## src/rtl/ctrl_pkg.sv

```systemverilog
// Shared types and constants for the registered control decoder.
//   ctrl_state_e  : pipeline FSM states (HALT only reachable with CTRL_HALT_DETECT_EN)
//   ctrl_bundle_t : decoded control fields carried from decoder to output register
//   OP_*          : casez opcode patterns for the 9-bit instruction word
package ctrl_pkg;

  typedef enum logic [1:0] {RUN, MEM_WAIT, FLUSH, HALT} ctrl_state_e;

  // Native field widths; the top level extends/truncates to OPWIDTH and LUT_BITS.
  typedef struct packed {
    logic       load_mem;
    logic       store_mem;
    logic       reg_write;
    logic       mov_instr;
    logic [3:0] alu_op;
    logic [1:0] branch;
    logic [3:0] target_lut;
    logic       halt;
  } ctrl_bundle_t;

  localparam logic [3:0] ALUOP_MOV = 4'd8;
  localparam logic [3:0] ALUOP_NOP = 4'd9;

  localparam logic [1:0] BR_NONE  = 2'b00;
  localparam logic [1:0] BR_JCND  = 2'b01;
  localparam logic [1:0] BR_NJCND = 2'b10;
  localparam logic [1:0] BR_JMP   = 2'b11;

  localparam logic [8:0] OP_MOV   = 9'b1????????;
  localparam logic [8:0] OP_ALU   = 9'b01???????;
  localparam logic [8:0] OP_JMP   = 9'b00100????;
  localparam logic [8:0] OP_JCND  = 9'b00101????;
  localparam logic [8:0] OP_NJCND = 9'b00110????;
  localparam logic [8:0] OP_LOAD  = 9'b00010????;
  localparam logic [8:0] OP_STORE = 9'b00011????;
  localparam logic [8:0] OP_NOP   = 9'b00111????;
  localparam logic [8:0] OP_HALT  = 9'b000000000;

  localparam ctrl_bundle_t CTRL_DEFAULT = '{
    load_mem:   1'b0,
    store_mem:  1'b0,
    reg_write:  1'b0,
    mov_instr:  1'b0,
    alu_op:     ALUOP_NOP,
    branch:     BR_NONE,
    target_lut: 4'd0,
    halt:       1'b0
  };

  function automatic logic is_mem_op(input ctrl_bundle_t b);
    return b.load_mem | b.store_mem;
  endfunction

endpackage

```

## src/rtl/ctrl_decode_comb.sv

```systemverilog
// Purely combinational instruction decoder.
//   instr_i [8:0] : machine code
//   ctrl_o        : decoded control bundle (unlisted encodings decode as nop)
// Optional feature macro: CTRL_HALT_DETECT_EN (000000000 decodes as halt).
module ctrl_decode_comb
  import ctrl_pkg::*;
(
  input  logic [8:0]   instr_i,
  output ctrl_bundle_t ctrl_o
);

  always_comb begin
    ctrl_o = CTRL_DEFAULT;
    unique casez (instr_i)
`ifdef CTRL_HALT_DETECT_EN
      OP_HALT:  ctrl_o.halt = 1'b1;
`endif
      OP_MOV: begin
        ctrl_o.alu_op    = ALUOP_MOV;
        ctrl_o.reg_write = 1'b1;
        ctrl_o.mov_instr = 1'b1;
      end
      OP_ALU: begin
        ctrl_o.alu_op    = instr_i[7:4];
        ctrl_o.reg_write = 1'b1;
      end
      OP_JMP: begin
        ctrl_o.branch     = BR_JMP;
        ctrl_o.target_lut = instr_i[3:0];
      end
      OP_JCND: begin
        ctrl_o.branch     = BR_JCND;
        ctrl_o.target_lut = instr_i[3:0];
      end
      OP_NJCND: begin
        ctrl_o.branch     = BR_NJCND;
        ctrl_o.target_lut = instr_i[3:0];
      end
      OP_LOAD: begin
        ctrl_o.load_mem  = 1'b1;
        ctrl_o.reg_write = 1'b1;
      end
      OP_STORE: ctrl_o.store_mem = 1'b1;
      OP_NOP:   ctrl_o = CTRL_DEFAULT;
      default:  ctrl_o = CTRL_DEFAULT;
    endcase
  end

endmodule

```

## src/rtl/ctrl_decode_pipe.sv

```systemverilog
// Registered, handshaked control decoder between fetch (in_*) and execute (out_*).
// Ports:
//   Clk, Reset          : clock and synchronous active-high reset
//   in_valid/in_ready   : fetch handshake, instr is the 9-bit machine code
//   branch_taken        : branch outcome, used only when a branch bundle handshakes out
//   out_valid/out_ready : execute handshake for the registered control bundle
//   loadMem..targetLUT  : registered control bundle
//   mem_busy            : FSM is in MEM_WAIT
//   halted              : sticky halt flag
// Optional feature macro: CTRL_HALT_DETECT_EN (halt instruction parks the FSM in HALT).
module ctrl_decode_pipe
  import ctrl_pkg::*;
#(
  parameter int unsigned OPWIDTH     = 4,
  parameter int unsigned LUT_BITS    = 4,
  parameter int unsigned MEM_LAT     = 2,
  parameter int unsigned FLUSH_SLOTS = 1
) (
  input  logic                Clk,
  input  logic                Reset,
  input  logic                in_valid,
  output logic                in_ready,
  input  logic [8:0]          instr,
  input  logic                branch_taken,
  output logic                out_valid,
  input  logic                out_ready,
  output logic                loadMem,
  output logic                storeMem,
  output logic                regWrite,
  output logic                movInstr,
  output logic [OPWIDTH-1:0]  ALUOp,
  output logic [1:0]          Branch,
  output logic [LUT_BITS-1:0] targetLUT,
  output logic                mem_busy,
  output logic                halted
);

  localparam int unsigned CntW = 8;

  ctrl_state_e     state_q, state_d;
  logic [CntW-1:0] cnt_q, cnt_d;
  logic            out_valid_q, out_valid_d;
  ctrl_bundle_t    bundle_q, bundle_d;
  ctrl_bundle_t    dec;
  logic            in_ready_c;
  logic            out_hs, drain_mem, drain_taken, drain_halt;

  ctrl_decode_comb u_decode (
    .instr_i (instr),
    .ctrl_o  (dec)
  );

  assign out_hs      = out_valid_q & out_ready;
  assign drain_mem   = out_hs & is_mem_op(bundle_q);
  assign drain_taken = out_hs & (bundle_q.branch != BR_NONE) & branch_taken & (FLUSH_SLOTS != 0);
`ifdef CTRL_HALT_DETECT_EN
  assign drain_halt  = out_hs & bundle_q.halt;
`else
  assign drain_halt  = 1'b0;
`endif

  always_comb begin
    state_d     = state_q;
    cnt_d       = cnt_q;
    out_valid_d = out_valid_q;
    bundle_d    = bundle_q;
    in_ready_c  = 1'b0;
    unique case (state_q)
      RUN: begin
        // Fetch is held off in the cycle a load/store, taken branch or halt drains, so nothing
        // from the wrong side of the redirect/stall ever lands in the output register.
        in_ready_c = (~out_valid_q | out_ready) & ~drain_mem & ~drain_taken & ~drain_halt;
        if (out_hs) out_valid_d = 1'b0;
        if (in_valid && in_ready_c) begin
          out_valid_d = 1'b1;
          bundle_d    = dec;
        end
        if (drain_mem) begin
          state_d = MEM_WAIT;
          cnt_d   = CntW'(MEM_LAT - 1);
        end else if (drain_taken) begin
          state_d = FLUSH;
          cnt_d   = CntW'(FLUSH_SLOTS);
        end else if (drain_halt) begin
          state_d = HALT;
        end
      end
      MEM_WAIT: begin
        if (cnt_q == '0) state_d = RUN;
        else             cnt_d   = cnt_q - CntW'(1);
      end
      FLUSH: begin
        // Wrong-path slots are accepted and dropped.
        in_ready_c = 1'b1;
        if (in_valid) begin
          cnt_d = cnt_q - CntW'(1);
          if (cnt_q == CntW'(1)) state_d = RUN;
        end
      end
`ifdef CTRL_HALT_DETECT_EN
      HALT: state_d = HALT;
`endif
      default: state_d = RUN;
    endcase
  end

  always_ff @(posedge Clk) begin
    if (Reset) begin
      state_q     <= RUN;
      cnt_q       <= '0;
      out_valid_q <= 1'b0;
      bundle_q    <= CTRL_DEFAULT;
    end else begin
      state_q     <= state_d;
      cnt_q       <= cnt_d;
      out_valid_q <= out_valid_d;
      bundle_q    <= bundle_d;
    end
  end

  assign in_ready  = in_ready_c;
  assign out_valid = out_valid_q;
  assign loadMem   = bundle_q.load_mem;
  assign storeMem  = bundle_q.store_mem;
  assign regWrite  = bundle_q.reg_write;
  assign movInstr  = bundle_q.mov_instr;
  assign ALUOp     = OPWIDTH'(bundle_q.alu_op);
  assign Branch    = bundle_q.branch;
  assign targetLUT = bundle_q.target_lut[LUT_BITS-1:0];
  assign mem_busy  = (state_q == MEM_WAIT);
`ifdef CTRL_HALT_DETECT_EN
  assign halted    = (state_q == HALT);
`else
  assign halted    = 1'b0;
`endif

endmodule

```

## config.mk

```make
export PLATFORM = sky130hd
export DESIGN_NAME = ctrl_decode_pipe
export DESIGN_NICKNAME = d
export VERILOG_FILES = /design/src/rtl/ctrl_pkg.sv /design/src/rtl/ctrl_decode_comb.sv /design/src/rtl/ctrl_decode_pipe.sv
export SDC_FILE = /design/constraint.sdc
export NUM_CORES = 1
export LEC_CHECK = 0
export ABC_AREA = 1
export CAP_MARGIN = 20
export CORE_UTILIZATION = 45
export DETAILED_ROUTE_END_ITERATION = 8
export HOLD_SLACK_MARGIN = 0.06
export PLACE_DENSITY = 0.71
export SLEW_MARGIN = 40
export SYNTH_ARGS = -nofsm -noshare
export SYNTH_HDL_FRONTEND = slang
export SYNTH_HIERARCHICAL = 1
export SYNTH_SLANG_ARGS = --single-unit
```

## constraint.sdc

```tcl
create_clock -name Clk -period 2 [get_ports Clk]
set_clock_uncertainty 0.05 [all_clocks]
set_input_delay 0.4 -clock Clk [delete_from_list [all_inputs] [get_ports Clk]]
set_output_delay 0.4 -clock Clk [all_outputs]
set_load 0.02 [all_outputs]
```

==> deck_impl_summary.md, run 1 <==
Implementation Results

Clock network
  • Clock-pin slew on the worst setup and hold paths: 0.15 ns
  • Hold buffer count at cts: 0
  • Clock Sinks: 25
  • H-tree depth: 1
  • Clock Path Buffers: 2
  • Clock root buffer: clkbuf_4

Floorplanning
  • Total I/O pin count: 32
  • Horiz. Die Dim: between 60 and 70 um
  • Die footprint: 0.00371 mm^2
  • # rows: 21
  • Tap Count: about 46
  • Die Height: approximately 61 um

Power
  • Int Power: 1.19 mW
  • Clock power frac: 0.113
  • Combinational logic power: 1.26 mW
  • Pwr Total: 2.17 mW
  • Highest-power group: combinational logic
  • Worst VDD drop: 547 uV
  • Clk power: 0.246 mW
  • Combinational fraction of design power: 0.583
  • Reg power frac: 0.304

Final timing
  • Hold_ws: 0.426 ns
  • Final setup margin: about 0.11 ns
  • Final hold viol count: 0
  • Final setup TNS: 0 ns
  • Final period utilization: 0.943
  • Max Freq: 530 MHz
  • RSZ-0062 raised after global routing: false
  • Count of final setup violators: 0

Detailed routing
  • Drt first-iter violations: approximately 81
  • Overall routed net length: 3.07 mm
  • DR vias: 1404
  • Number of iterations in the first detailed-routing pass: 4

Setup path
  • Critical path required time: 1.55 ns
  • Critical Path, Cell by Cell: clkdlybuf4s50_1 -> nand2_2 -> nor2_4 -> nor2_4 -> nand3_1 -> nand2_1 -> buf_2
  • Slowest cell on the critical path: clkdlybuf4s50_1
  • Top cell by count, worst path: nor2_4
  • R2r setup slk: 0.41 ns
  • Reg-to-Reg End: cnt_q[4]
  • Setup crit end kind: output port
  • Slowest stage delay, CP: 0.49 ns
  • Worst-path fanout max: 2
  • CP Depth: 7
  • R2R Path Start: state_q[1]
  • Reg2reg path depth: 11

Yosys
  • Post-Syn Area: 0.00156 mm^2
  • Syn Nets: 252
  • Cells after Synth: 231
  • Syn Area/Cell: 6.75 um^2

Cells and area
  • Combinational gates: 165
  • Biggest register: cnt_q
  • Post-Layout Inst Area: 0.00198 mm^2
  • Max reg flops: 8
  • Commonest Layout Cell: nand2_1
  • Logic cell area: between 800 and 900 um^2
  • Biggest Area Class: logic gates
  • Buffer share of cell area: 0.197
  • CLK BUF: 3
  • Fin nets: just under 300
  • Most common logic cells in the final layout: 52 x nand2_1, 36 x nor2_1, 31 x inv_1, 28 x clkdlybuf4s50_1, 24 x dfxtp_1
  • Final design utilization: 0.593
  • Share of layout cells above drive strength 1: 0.172

Placement
  • DP HPWL: 2.34 mm
  • IO Port Bufs: 30
  • Routability cong.: 0.833
  • Dpl cells: 310
  • Pre-CTS WS: -0.288 ns
  • Area of placed instances: approximately 0.0019 mm^2

Global routing
  • Routing usage on met3: 0.0256
  • Gr ovfl total: 0
  • Pin count of the biggest net entering global routing: 17

Worst hold path
  • Endpoint with the worst hold slack: targetLUT[3]
  • Hold/Removal Path Class: flip-flop to flip-flop

Run status
  • Status: completed
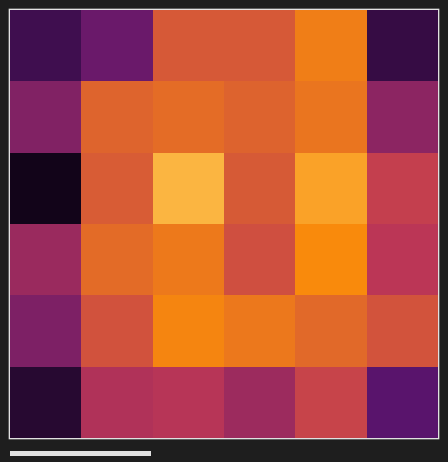
Fig. 1. Placement density heat map (run 1).
Scale bar: 20 um. 6 x 6 tiles, from black (low) to pale yellow (high), 0 to 100% covered.
- tiles over 75% full: 5.6%
- fullest tile: 84%
- mean over tiles: 52%

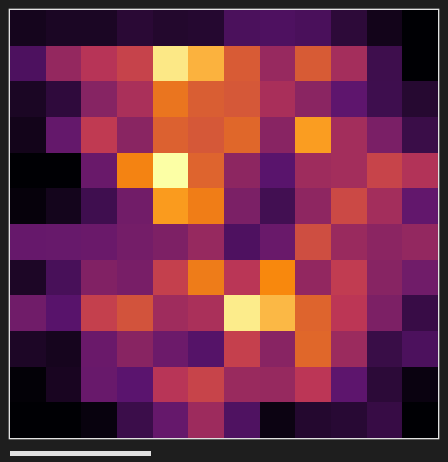
Fig. 2. Routed metal per tile (run 1).
Scale bar: 20 um. 12 x 12 tiles, from black (low) to pale yellow (high), scaled to the fullest tile. Values are wire area over tile area, all layers added.
- nearly empty tiles: 6.2%
- mean over tiles: 0.13
- tiles over half the peak: 23%
- fullest tile: 0.37

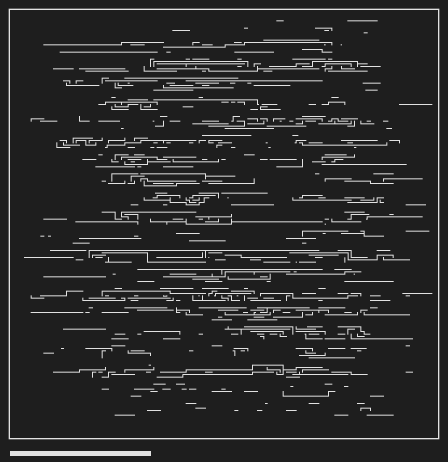
Fig. 3. Met1 routing (run 1).
Scale bar: 20 um.
- nets with wire on the layer: 262
- main direction: horizontal
- share of all routed wire: 51%

==> run 2: changes to the inputs <==
--- a/config.mk
+++ b/config.mk
@@ -7,9 +7,9 @@
 export LEC_CHECK = 0
 export ABC_AREA = 1
+export ABC_CLOCK_PERIOD_IN_PS = 2000
 export CAP_MARGIN = 20
-export CORE_UTILIZATION = 45
+export CORE_UTILIZATION = 34
 export DETAILED_ROUTE_END_ITERATION = 8
 export HOLD_SLACK_MARGIN = 0.06
-export PLACE_DENSITY = 0.71
 export SLEW_MARGIN = 40
 export SYNTH_ARGS = -nofsm -noshare
==> constraint.sdc (replaced) <==
create_clock -name Clk -period 2 [get_ports Clk]
set_clock_uncertainty 0.05 [all_clocks]
set_input_delay 0.3 -clock Clk [delete_from_list [all_inputs] [get_ports Clk]]
set_output_delay 0.3 -clock Clk [all_outputs]
set_load 0.02 [all_outputs]
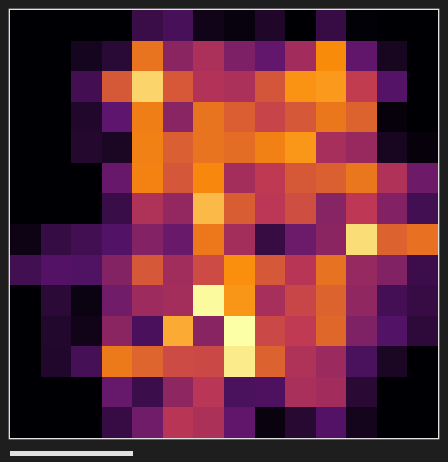
Fig. 4. Routed metal per tile (run 2).
Scale bar: 20 um. 14 x 14 tiles, from black (low) to pale yellow (high), scaled to the fullest tile. Values are wire area over tile area, all layers added.
- mean over tiles: 0.10
- tiles over half the peak: 29%
- fullest tile: 0.31
- nearly empty tiles: 21%
Tot GR Track Use: 0.140
routed len/inst: 10.1 um
DR vias: 1380

==> run 2 against run 1 <==
  * Routed wire length increased by 3.9%
  * Largest cell class unchanged
  * Flip-flop count is the same
  * Synthesized area unchanged
  * Count of clock-buffer cells in the layout unchanged
  * Critical endpoint is now mem_busy
  * Largest power group unchanged
==> deck_impl_summary.md, run 2 <==
Implementation Results

Yosys
  • Post-Syn Area: 0.00156 mm^2
  • Syn Nets: 252

Power
  • Reg power frac: 0.305
  • Worst VDD drop: 452 uV
  • Clk power: about 0.33 mW
  • Clock power frac: 0.151
  • Int Power: 1.19 mW
  • Highest-power group: combinational logic
  • Pwr Total: 2.17 mW
  • Combinational fraction of design power: 0.544

Cells and area
  • Logic cell area: 865 um^2
  • CLK BUF: 3
  • Fin nets: 286
  • Share of layout cells above drive strength 1: 0.152
  • Combinational gates: between 150 and 200
  • Most common logic cells in the final layout: 53 x nand2_1, 36 x nor2_1, 31 x inv_1, 29 x clkdlybuf4s50_1, 24 x dfxtp_1
  • Max reg flops: 8
  • Final design utilization: 0.447

Final timing
  • Final hold viol count: 0
  • Count of final setup violators: 0
  • Hold_ws: 0.423 ns

Global routing
  • Pin count of the biggest net entering global routing: 17
  • Gr ovfl total: 0
  • Routing usage on met3: 0.0189

Clock network
  • H-tree depth: 1
  • Clock Sinks: 25
  • Hold buffer count at cts: 0

Setup path
  • Critical path required time: 1.65 ns
  • Slowest stage delay, CP: 0.62 ns
  • Critical Path, Cell by Cell: inv_1 -> ha_1 -> clkdlybuf4s50_1
  • R2R Path Start: state_q[1]
  • R2r setup slk: roughly 0.29 ns
  • Reg-to-Reg End: cnt_q[6]
  • Worst-path fanout max: 4
  • Reg2reg path depth: 11
  • Slowest cell on the critical path: clkdlybuf4s50_1
  • CP Depth: 3

Run status
  • Status: completed

Floorplanning
  • # rows: 24
  • Horiz. Die Dim: 69.7 um
  • Die footprint: 0.00486 mm^2
  • Tap Count: 52
  • Total I/O pin count: 32
  • Die Height: 69.7 um

Placement
  • Dpl cells: around 310
  • DP HPWL: 2.42 mm
  • Pre-CTS WS: -0.0909 ns

Detailed routing
  • Number of iterations in the first detailed-routing pass: 4
==> run 3: changes to the inputs <==
Settings changed: ABC_AREA 1 to default, SETUP_SLACK_MARGIN from default to 0.4.
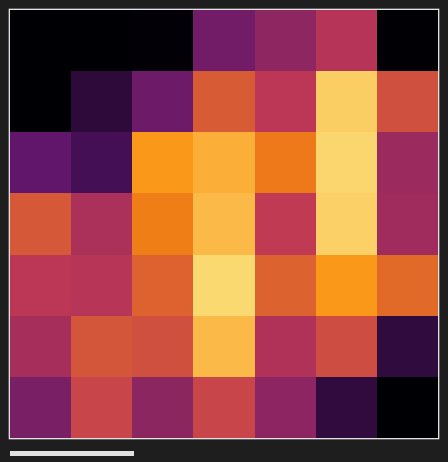
Fig. 5. Placement density heat map (run 3).
Scale bar: 20 um. 7 x 7 tiles, from black (low) to pale yellow (high), 0 to 100% covered.
- nearly empty tiles: 12%
- fullest tile: 92%
- emptiest ninth of the die: top left
- mean over tiles: 47%
- densest ninth of the die: middle
fp_density: 0.367
core area: 0.00414 mm^2
final design utilization: 0.556

==> run 3 against run 2 <==
  * Design area increased by 18%
  * Synthesized area decreased by 2.6%
  * Register-to-register slack better by 0.03 ns
  * Largest cell class unchanged
  * Largest power group unchanged
==> deck_impl_summary.md, run 3 <==
Implementation Results

Final timing
  • Max Freq: between 500 and 600 MHz
  • Final hold viol count: 0
  • Final period utilization: 0.844
  • Final setup margin: 0.312 ns
  • Count of final setup violators: 0
  • RSZ-0062 raised after global routing: true
  • Hold_ws: 0.412 ns
  • Final setup TNS: 0 ns

Setup path
  • Slowest cell on the critical path: dfxtp_2
  • CP Depth: 4
  • Setup crit end kind: output port
  • Worst-path fanout max: 2
  • R2r setup slk: 0.32 ns
  • Critical Path, Cell by Cell: o211a_1 -> nand3b_4 -> o21bai_2 -> buf_6
  • Reg2reg path depth: 7
  • R2R Path Start: storeMem
  • Critical path required time: 1.65 ns

Cells and area
  • CLK BUF: 3
  • Commonest Layout Cell: nand2_1
  • Buffer share of cell area: 0.241
  • Inverter count: 8
  • Max reg flops: 8
  • Combinational gates: between 100 and 150
  • Share of layout cells above drive strength 1: 0.363
  • Logic cell area: ~0.0011 mm^2
  • Most common logic cells in the final layout: 28 x nand2_1, 19 x dfxtp_1, 17 x buf_4, 13 x mux2i_1, 12 x clkdlybuf4s50_1
  • Biggest Area Class: logic gates

Power
  • Clock power frac: 0.207
  • Clk power: 0.325 mW
  • Worst VDD drop: 277 uV
  • Highest-power group: combinational logic
  • Combinational fraction of design power: 0.437
  • Int Power: between 1 and 1.5 mW
  • Reg power frac: 0.356
  • Pwr Total: between 1.5 and 2 mW
  • Combinational logic power: 0.686 mW

Global routing
  • Gr ovfl total: 0
  • Tot GR Track Use: 0.169
  • Routing usage on met3: 0.0263
  • Pin count of the biggest net entering global routing: 17

Floorplanning
  • Die Height: 68.9 um
  • Horiz. Die Dim: 68.9 um
  • Die footprint: about 0.0047 mm^2
  • # rows: 23
  • Tap Count: ~50

Placement
  • Routability cong.: between 0.8 and 0.9
  • Pre-CTS WS: -0.168 ns
  • Area of placed instances: 0.00195 mm^2
  • Dpl cells: 247
  • DP HPWL: approximately 2.5 mm

Yosys
  • Post-Syn Area: 0.00152 mm^2
  • Syn Area/Cell: 9.00 um^2
  • Cells after Synth: ~170
  • Syn Nets: between 150 and 200

Clock network
  • Clock Sinks: 25
  • Clock Path Buffers: 2
  • Clock root buffer: clkbuf_8
  • Hold buffer count at cts: 0

Detailed routing
  • DR vias: 1413
  • Vias/cell: 5.33
  • Number of iterations in the first detailed-routing pass: 4
  • Drt first-iter violations: 66
  • Routed len/inst: 14.3 um

Worst hold path
  • Endpoint with the worst hold slack: targetLUT[3]
  • Hold/Removal Path Class: flip-flop to flip-flop

Run status
  • Status: completed

==> screenshots <==
Congestion heat map.
(a)
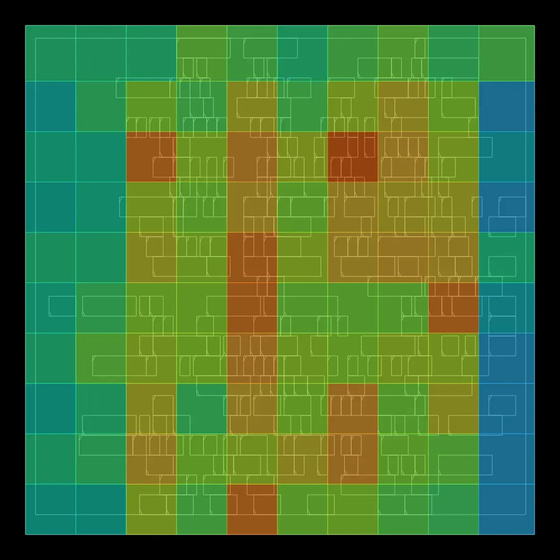
(b)
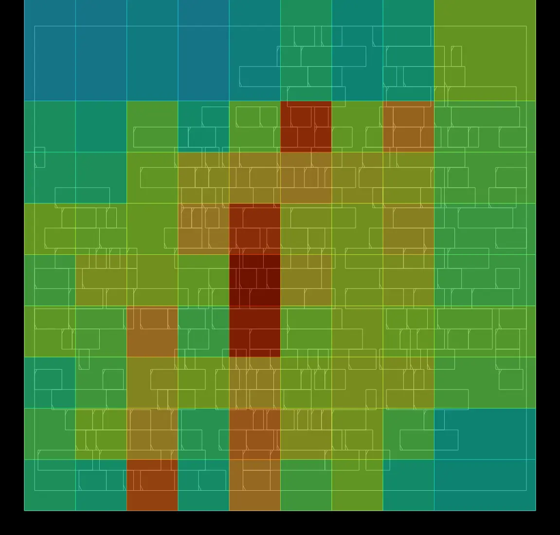
(c)
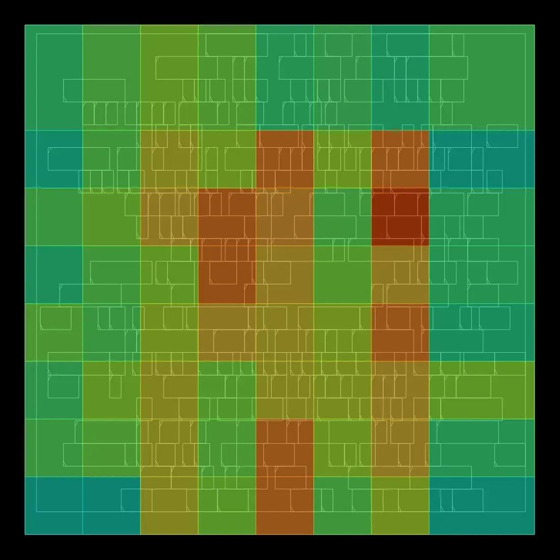
Run 2 is (a).
Run 1 is (c).
Run 3 is (b).

Power and IR drop assume default switching activity.
